**config.mk**
```make
export PLATFORM = sky130hd
export DESIGN_NAME = uart_program_loader
export DESIGN_NICKNAME = d
export VERILOG_FILES = /design/src/rtl/upg_pkg.sv /design/src/rtl/uart_rx_byte.sv /design/src/rtl/uart_program_loader.sv
export SDC_FILE = /design/constraint.sdc
export NUM_CORES = 1
export LEC_CHECK = 0
export CAP_MARGIN = 5
export CELL_PAD_IN_SITES_DETAIL_PLACEMENT = 1
export CELL_PAD_IN_SITES_GLOBAL_PLACEMENT = 1
export CORE_MARGIN = 2
export CORE_UTILIZATION = 43
export CTS_CLUSTER_DIAMETER = 30
export DETAILED_ROUTE_END_ITERATION = 10
export PLACE_DENSITY_LB_ADDON = 0.1
export SETUP_SLACK_MARGIN = 0.5
export SYNTH_ARGS = -nofsm -noshare
export SYNTH_HDL_FRONTEND = slang
export SYNTH_HIERARCHICAL = 1
export SYNTH_SLANG_ARGS = --single-unit
```
**constraint.sdc**
```tcl
create_clock -name clk -period 2.6 [get_ports clk]
set_input_delay 0.26 -clock clk [delete_from_list [all_inputs] [get_ports clk]]
set_output_delay 0.26 -clock clk [all_outputs]
set_load 0.01 [all_outputs]
```
**src/rtl/upg_pkg.sv**
```systemverilog
// ---------------------------------------------------------------------------
// upg_pkg
// Shared definitions for the serial program loader: the loader control-state
// encodings, the checksum seed and the default bit period.
// Optional feature macro used by the loader: UPG_CHECKSUM_EN
// ---------------------------------------------------------------------------
package upg_pkg;

    // 10 MHz clock / 115200 baud
    localparam int UPG_CLKS_PER_BIT_DEF = 87;

    // Seed for the running XOR over the frame bytes
    localparam logic [7:0] CSUM_INIT = 8'h00;

    // Loader control states; UPG_CSUM is only reachable with UPG_CHECKSUM_EN
    typedef enum logic [2:0] {
        UPG_IDLE   = 3'd0,
        UPG_LEN_LO = 3'd1,
        UPG_LEN_HI = 3'd2,
        UPG_DATA   = 3'd3,
        UPG_CSUM   = 3'd4,
        UPG_DONE   = 3'd5,
        UPG_ERR    = 3'd6
    } upg_state_t;

endpackage

```
**src/rtl/uart_rx_byte.sv**
```systemverilog
// ---------------------------------------------------------------------------
// uart_rx_byte
// 8N1 byte receiver: 2-flop synchronizer, bit timer and shift register.
// Ports:
//   clk, rst       - clock, synchronous active-high reset
//   rx_i           - asynchronous serial input, idles high
//   byte_o         - last received byte (valid while byte_valid_o is high)
//   byte_valid_o   - one-cycle pulse, the cycle after the stop-bit sample
//   frame_err_o    - one-cycle pulse when the stop bit is sampled low
// ---------------------------------------------------------------------------
module uart_rx_byte
    import upg_pkg::*;
#(
    parameter int CLKS_PER_BIT = UPG_CLKS_PER_BIT_DEF
) (
    input  logic       clk,
    input  logic       rst,
    input  logic       rx_i,
    output logic [7:0] byte_o,
    output logic       byte_valid_o,
    output logic       frame_err_o
);

    localparam int CNT_W = $clog2(CLKS_PER_BIT);
    localparam logic [CNT_W-1:0] FULL_M1 = CNT_W'(CLKS_PER_BIT - 1);
    localparam logic [CNT_W-1:0] HALF_M1 = CNT_W'(CLKS_PER_BIT / 2 - 1);

    typedef enum logic [1:0] {
        RX_IDLE  = 2'd0,
        RX_START = 2'd1,
        RX_DATA  = 2'd2,
        RX_STOP  = 2'd3
    } rx_state_t;

    rx_state_t        r_state;
    logic             r_sync1;
    logic             r_sync2;
    logic             r_prev;
    logic [CNT_W-1:0] r_cnt;
    logic [2:0]       r_bitIdx;
    logic [7:0]       r_shift;
    logic             r_valid;
    logic             r_frameErr;

    // Receiver: the line is synchronized, then a falling edge seen while idle
    // starts the bit timer. The start bit is re-checked half a bit later so a
    // short low glitch drops back to idle; after that every sample lands in
    // the middle of a bit. Returning to idle at the stop-bit midpoint leaves
    // half a bit of margin to catch a start bit that follows immediately.
    always_ff @(posedge clk) begin
        if (rst) begin
            r_sync1    <= 1'b1;
            r_sync2    <= 1'b1;
            r_prev     <= 1'b1;
            r_state    <= RX_IDLE;
            r_cnt      <= '0;
            r_bitIdx   <= '0;
            r_shift    <= '0;
            r_valid    <= 1'b0;
            r_frameErr <= 1'b0;
        end else begin
            r_sync1    <= rx_i;
            r_sync2    <= r_sync1;
            r_prev     <= r_sync2;
            r_valid    <= 1'b0;
            r_frameErr <= 1'b0;
            case (r_state)
                RX_IDLE: begin
                    if (!r_sync2 && r_prev) begin
                        r_state <= RX_START;
                        r_cnt   <= '0;
                    end
                end
                RX_START: begin
                    if (r_cnt == HALF_M1) begin
                        r_cnt <= '0;
                        if (r_sync2) begin
                            r_state <= RX_IDLE;
                        end else begin
                            r_state  <= RX_DATA;
                            r_bitIdx <= '0;
                        end
                    end else begin
                        r_cnt <= r_cnt + 1'b1;
                    end
                end
                RX_DATA: begin
                    if (r_cnt == FULL_M1) begin
                        r_cnt   <= '0;
                        r_shift <= {r_sync2, r_shift[7:1]};
                        if (r_bitIdx == 3'd7) begin
                            r_state <= RX_STOP;
                        end else begin
                            r_bitIdx <= r_bitIdx + 1'b1;
                        end
                    end else begin
                        r_cnt <= r_cnt + 1'b1;
                    end
                end
                RX_STOP: begin
                    if (r_cnt == FULL_M1) begin
                        r_cnt   <= '0;
                        r_state <= RX_IDLE;
                        if (r_sync2) begin
                            r_valid <= 1'b1;
                        end else begin
                            r_frameErr <= 1'b1;
                        end
                    end else begin
                        r_cnt <= r_cnt + 1'b1;
                    end
                end
                default: r_state <= RX_IDLE;
            endcase
        end
    end

    assign byte_o       = r_shift;
    assign byte_valid_o = r_valid;
    assign frame_err_o  = r_frameErr;

endmodule

```
**src/rtl/uart_program_loader.sv**
```systemverilog
// ---------------------------------------------------------------------------
// uart_program_loader
// Serial boot loader driving the UART-programmer port of the program/data
// RAMs. Receives a length-prefixed frame (LEN_LO, LEN_HI, 4*N data bytes),
// packs little-endian 32-bit words and issues one-cycle write strobes.
// Optional feature macro: UPG_CHECKSUM_EN - a trailing XOR checksum byte
// covering the length and data bytes must match before DONE.
// Ports:
//   clk, rst     - clock (also the RAM upg_clk_i), synchronous active-high reset
//   rx_i         - asynchronous serial input, idles high
//   start_i      - one-cycle pulse entering programming mode
//   upg_rst_o    - high only while idle; low while the loader owns the RAM
//   upg_wen_o    - one-cycle RAM write strobe
//   upg_adr_o    - word address of the write
//   upg_dat_o    - write data
//   upg_done_o   - load complete, sticky until start_i or rst
//   upg_err_o    - framing/length/checksum error, sticky until start_i or rst
// ---------------------------------------------------------------------------
module uart_program_loader
    import upg_pkg::*;
#(
    parameter int CLKS_PER_BIT = UPG_CLKS_PER_BIT_DEF,
    parameter int ADDR_W       = 14
) (
    input  logic              clk,
    input  logic              rst,
    input  logic              rx_i,
    input  logic              start_i,
    output logic              upg_rst_o,
    output logic              upg_wen_o,
    output logic [ADDR_W-1:0] upg_adr_o,
    output logic [31:0]       upg_dat_o,
    output logic              upg_done_o,
    output logic              upg_err_o
);

    // The word counter must reach N itself, which can be 2^ADDR_W
    localparam int LEN_W     = (ADDR_W + 1 > 16) ? ADDR_W + 1 : 16;
    localparam int MAX_WORDS = 1 << ADDR_W;

`ifdef UPG_CHECKSUM_EN
    localparam upg_state_t POST_DATA = UPG_CSUM;
`else
    localparam upg_state_t POST_DATA = UPG_DONE;
`endif

    logic [7:0]  w_byte;
    logic        w_byteValid;
    logic        w_frameErr;
    logic [15:0] w_lenFull;
    logic        w_inFrame;
    logic        w_canStart;

    upg_state_t        r_state;
    logic [7:0]        r_lenLo;
    logic [LEN_W-1:0]  r_len;
    logic [LEN_W-1:0]  r_wordCnt;
    logic [1:0]        r_byteCnt;
    logic [23:0]       r_shift;
    logic              r_upgRst;
    logic              r_wen;
    logic [ADDR_W-1:0] r_adr;
    logic [31:0]       r_dat;
    logic              r_done;
    logic              r_err;
`ifdef UPG_CHECKSUM_EN
    logic [7:0]        r_csum;
`endif

    uart_rx_byte #(
        .CLKS_PER_BIT(CLKS_PER_BIT)
    ) u_rx (
        .clk          (clk),
        .rst          (rst),
        .rx_i         (rx_i),
        .byte_o       (w_byte),
        .byte_valid_o (w_byteValid),
        .frame_err_o  (w_frameErr)
    );

    assign w_lenFull  = {w_byte, r_lenLo};
    assign w_inFrame  = (r_state == UPG_LEN_LO) || (r_state == UPG_LEN_HI) ||
                        (r_state == UPG_DATA)   || (r_state == UPG_CSUM);
    assign w_canStart = (r_state == UPG_IDLE) || (r_state == UPG_DONE) ||
                        (r_state == UPG_ERR);

    // Frame parser and word assembler. start_i wins over everything else so a
    // restart from DONE/ERR always begins cleanly. Bytes are shifted in from
    // the top so that after three bytes r_shift holds {b2,b1,b0}; the fourth
    // byte completes the word directly into the write register. Completion
    // after data passes through DONE for one cycle before upg_done_o rises,
    // which puts the done edge one cycle after the final write strobe.
    always_ff @(posedge clk) begin
        if (rst) begin
            r_state   <= UPG_IDLE;
            r_lenLo   <= '0;
            r_len     <= '0;
            r_wordCnt <= '0;
            r_byteCnt <= '0;
            r_shift   <= '0;
            r_upgRst  <= 1'b1;
            r_wen     <= 1'b0;
            r_adr     <= '0;
            r_dat     <= '0;
            r_done    <= 1'b0;
            r_err     <= 1'b0;
`ifdef UPG_CHECKSUM_EN
            r_csum    <= CSUM_INIT;
`endif
        end else begin
            r_wen <= 1'b0;
            if (start_i && w_canStart) begin
                r_state   <= UPG_LEN_LO;
                r_upgRst  <= 1'b0;
                r_done    <= 1'b0;
                r_err     <= 1'b0;
                r_wordCnt <= '0;
                r_byteCnt <= '0;
                r_shift   <= '0;
`ifdef UPG_CHECKSUM_EN
                r_csum    <= CSUM_INIT;
`endif
            end else if (w_frameErr && w_inFrame) begin
                r_state <= UPG_ERR;
                r_err   <= 1'b1;
            end else if (r_state == UPG_DONE) begin
                r_done <= 1'b1;
            end else if (w_byteValid) begin
`ifdef UPG_CHECKSUM_EN
                r_csum <= r_csum ^ w_byte;
`endif
                case (r_state)
                    UPG_LEN_LO: begin
                        r_lenLo <= w_byte;
                        r_state <= UPG_LEN_HI;
                    end
                    UPG_LEN_HI: begin
                        r_len <= LEN_W'(w_lenFull);
                        if (32'(w_lenFull) > MAX_WORDS) begin
                            r_state <= UPG_ERR;
                            r_err   <= 1'b1;
                        end else if (w_lenFull == 16'd0) begin
                            r_state <= POST_DATA;
                        end else begin
                            r_state <= UPG_DATA;
                        end
                    end
                    UPG_DATA: begin
                        r_byteCnt <= r_byteCnt + 1'b1;
                        if (r_byteCnt == 2'd3) begin
                            r_wen     <= 1'b1;
                            r_adr     <= r_wordCnt[ADDR_W-1:0];
                            r_dat     <= {w_byte, r_shift};
                            r_wordCnt <= r_wordCnt + 1'b1;
                            if (r_wordCnt + 1'b1 == r_len) begin
                                r_state <= POST_DATA;
                            end
                        end else begin
                            r_shift <= {w_byte, r_shift[23:8]};
                        end
                    end
`ifdef UPG_CHECKSUM_EN
                    UPG_CSUM: begin
                        if (w_byte == r_csum) begin
                            r_state <= UPG_DONE;
                            r_done  <= 1'b1;
                        end else begin
                            r_state <= UPG_ERR;
                            r_err   <= 1'b1;
                        end
                    end
`endif
                    default: ;
                endcase
            end
        end
    end

    assign upg_rst_o  = r_upgRst;
    assign upg_wen_o  = r_wen;
    assign upg_adr_o  = r_adr;
    assign upg_dat_o  = r_dat;
    assign upg_done_o = r_done;
    assign upg_err_o  = r_err;

endmodule
```
==> run summary <==
Latency at later pin = 0.43 ns
power share of the combinational group = 1.7%
Slew HR = 43.7%
met2 wire len = 8770 um
grt total ovfl = 0
vias per cell = 5.45
Final Critical Period = 2.13 ns
die area = 15300 sq um
Flops after synth = 144
Final period util = 81.9%
Logic cell area = 3140 sq um
most frequent cells after synthesis = 180 x nand2_1, 144 x dfxtp_1, 99 x a21oi_1, 53 x nor2_1, 36 x clkbuf_1
final net count = 813
cell at the slowest stage of the critical path = a311oi_2
switching pwr = 1.03 mW
and+or+nand+nor area frac = 24.2%
Tapcells = 180
CTS Buf Count = 17
Seq share, synth = 46.9%
highest metal used = met4
adder share = 1.43%
initial antenna violation count = 0
end point of the critical path = r_state[1]
Antenna Nets Post-Route = 0
Post-synth EDFFs = 0
placed cell areas = 6830 sq um
most frequent cells in the layout = 178 x nand2_1, 131 x dfxtp_1, 99 x a21oi_1
met1 wire length = 7860 um
Int Power = 3.69 mW
total power = 4.72 mW
area of the mapped netlist = 6150 sq um
pin count of the biggest net entering global routing = 57
critical path capture point type = register
routability congestion estimate = 0.851
Cell Count Post-Placement = 941
Clock Power Share = 51.4%
P_seq = 2.21 mW
DIE HEIGHT = 124 um
Top logic family = simple AND/OR/NAND/NOR gates
met2 GRT Util = 41.2%
Switching Share = 21.8%
yosys synthesis chip area = 6150 sq um
worst vdd ir = 0.428 mV
vias in the first global route = 5507
CTS root buffer = clkbuf_16
CP Max Fanout = 6
hold slack = 0.400 ns
Unique cell types = 55
# diodes = 0
ClkCell Share = 7.60%
CP bufs+invs = 1
max FFs per register = 32
cts-stage hold buffer count = 0
CP delay by family, top = AND-OR/OR-AND gates
number of port buffers = 53
Syn Nets = 757
Fmax achieved = 469 MHz
Biggest Area Class = logic gates
# Post-CTS Setup Buffers = 11
GRT busiest layer = met2
Commonest Layout Cell = nand2_1
MUX area fraction = 4.56%
yosys xor share = 4.56%
comb pwr = 0.0804 mW
R2R cell count = 7
final hold vios = 0
DRC = 0
status = completed
Crit. path cell count = 7
buffering overhead = 10.7%
inverters = 8
post_cts resized = 22
layout cells sized above 1 = 12.9%
met3 GRT Util = 4.98%
hpwl dp = 11400 um
ys async rst share = 0%
Ys Warns = 6
Top-area cell share = 46.9%
Reg-to-Reg Start = r_wordCnt[7]
Final TNS setup = 0 ns
Min-Delay Path Class = input pin to register
CP cell instances = nand4_1 -> buf_4 -> o31a_1 -> a21o_1 -> a311oi_2 -> o41ai_2 -> a31oi_1
Slew @ Worst Pin = 0.839 ns
GR Layer Usage met1 = 28.7%
Register Area = 2920 sq um
Max Cap Violations = 0
DRT Pass-1 Iters = 4
critical path startpoint = r_wordCnt[7]
Top pwr grp = the clock network
# IOs = 54
Signal buffers = 90
Leak Pwr = 2.75 nW
Sequential Power Share = 46.9%
Commonest flop = dfxtp_1
CTS tree = yes
pwr dens = 611 nW/um^2
==> images/cell_classes.png <==
Scale bar: 20 um. Fill, decap, tap and diode cells in gray.
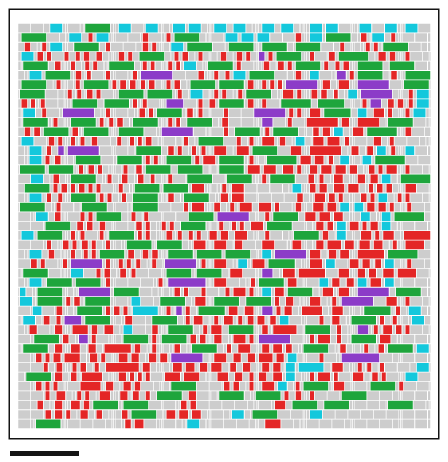
- all other logic: red (cells 549)
- clock drivers and dummy loads: purple (cells 31)
- flip-flops: green (cells 144)
- other buffers and delay cells: cyan (cells 90)
Placement Rows: 43
fraction of area in registers: 37.8%
Finished Cell Area: 7720 sq um

==> images/met1.png <==
Supply wires on this layer in gray.
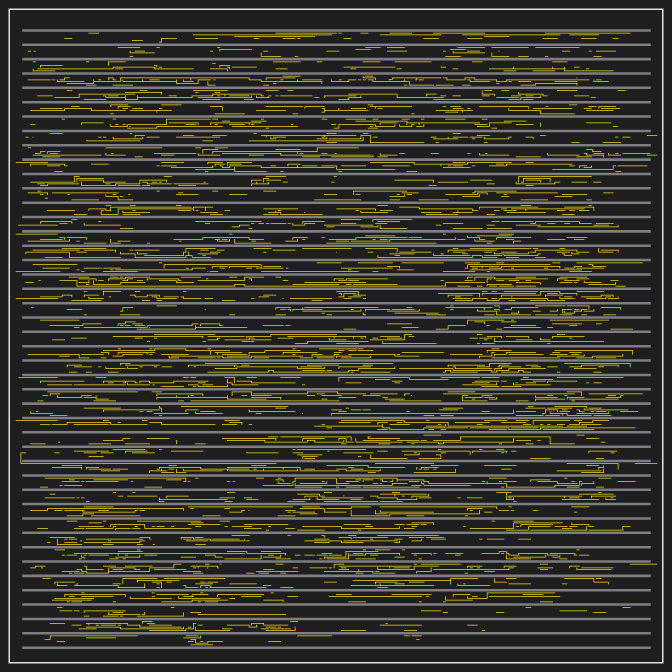
- wire length on this layer: 7860 um
- main direction: horizontal
- share of all routed wire: 46%

==> images/metal_stack.png <==
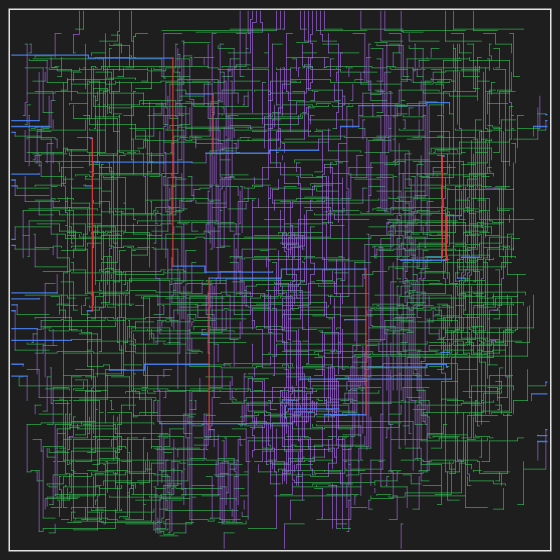
- met1: green (wire length 7860 um)
- met3: blue (wire length 436 um)
- met4: red (wire length 202 um)
- met2: purple (wire length 8770 um)
overall routing resource usage: 23.4%
wire length per cell: 17.4 um

==> images/final_placement.png <==
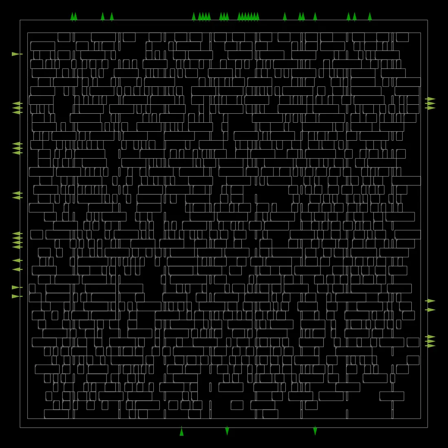
Fill cells: 1640
Final Core Density: 55.4%
Seq cells: 144
Core ar.: 13900 sq um

==> images/wire_density.png <==
25 x 25 tiles, from black (low) to pale yellow (high), scaled to the fullest tile. Values are wire area over tile area, all layers added.
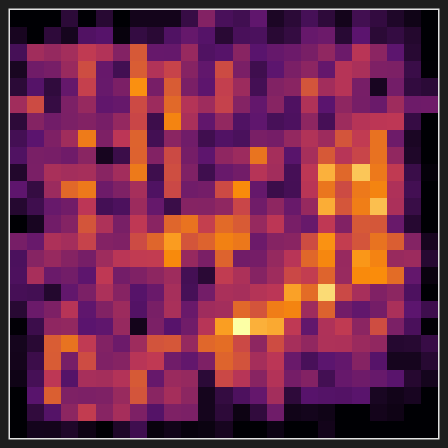
- densest ninth of the die: middle right
- nearly empty tiles: 6.4%
- tiles over half the peak: 20%
- emptiest ninth of the die: lower right
- fullest tile: 0.52
Post-Route WL: 17300 um
DR vias: 5422

Power figures rest on the tool's default switching activity, not on a simulated workload.
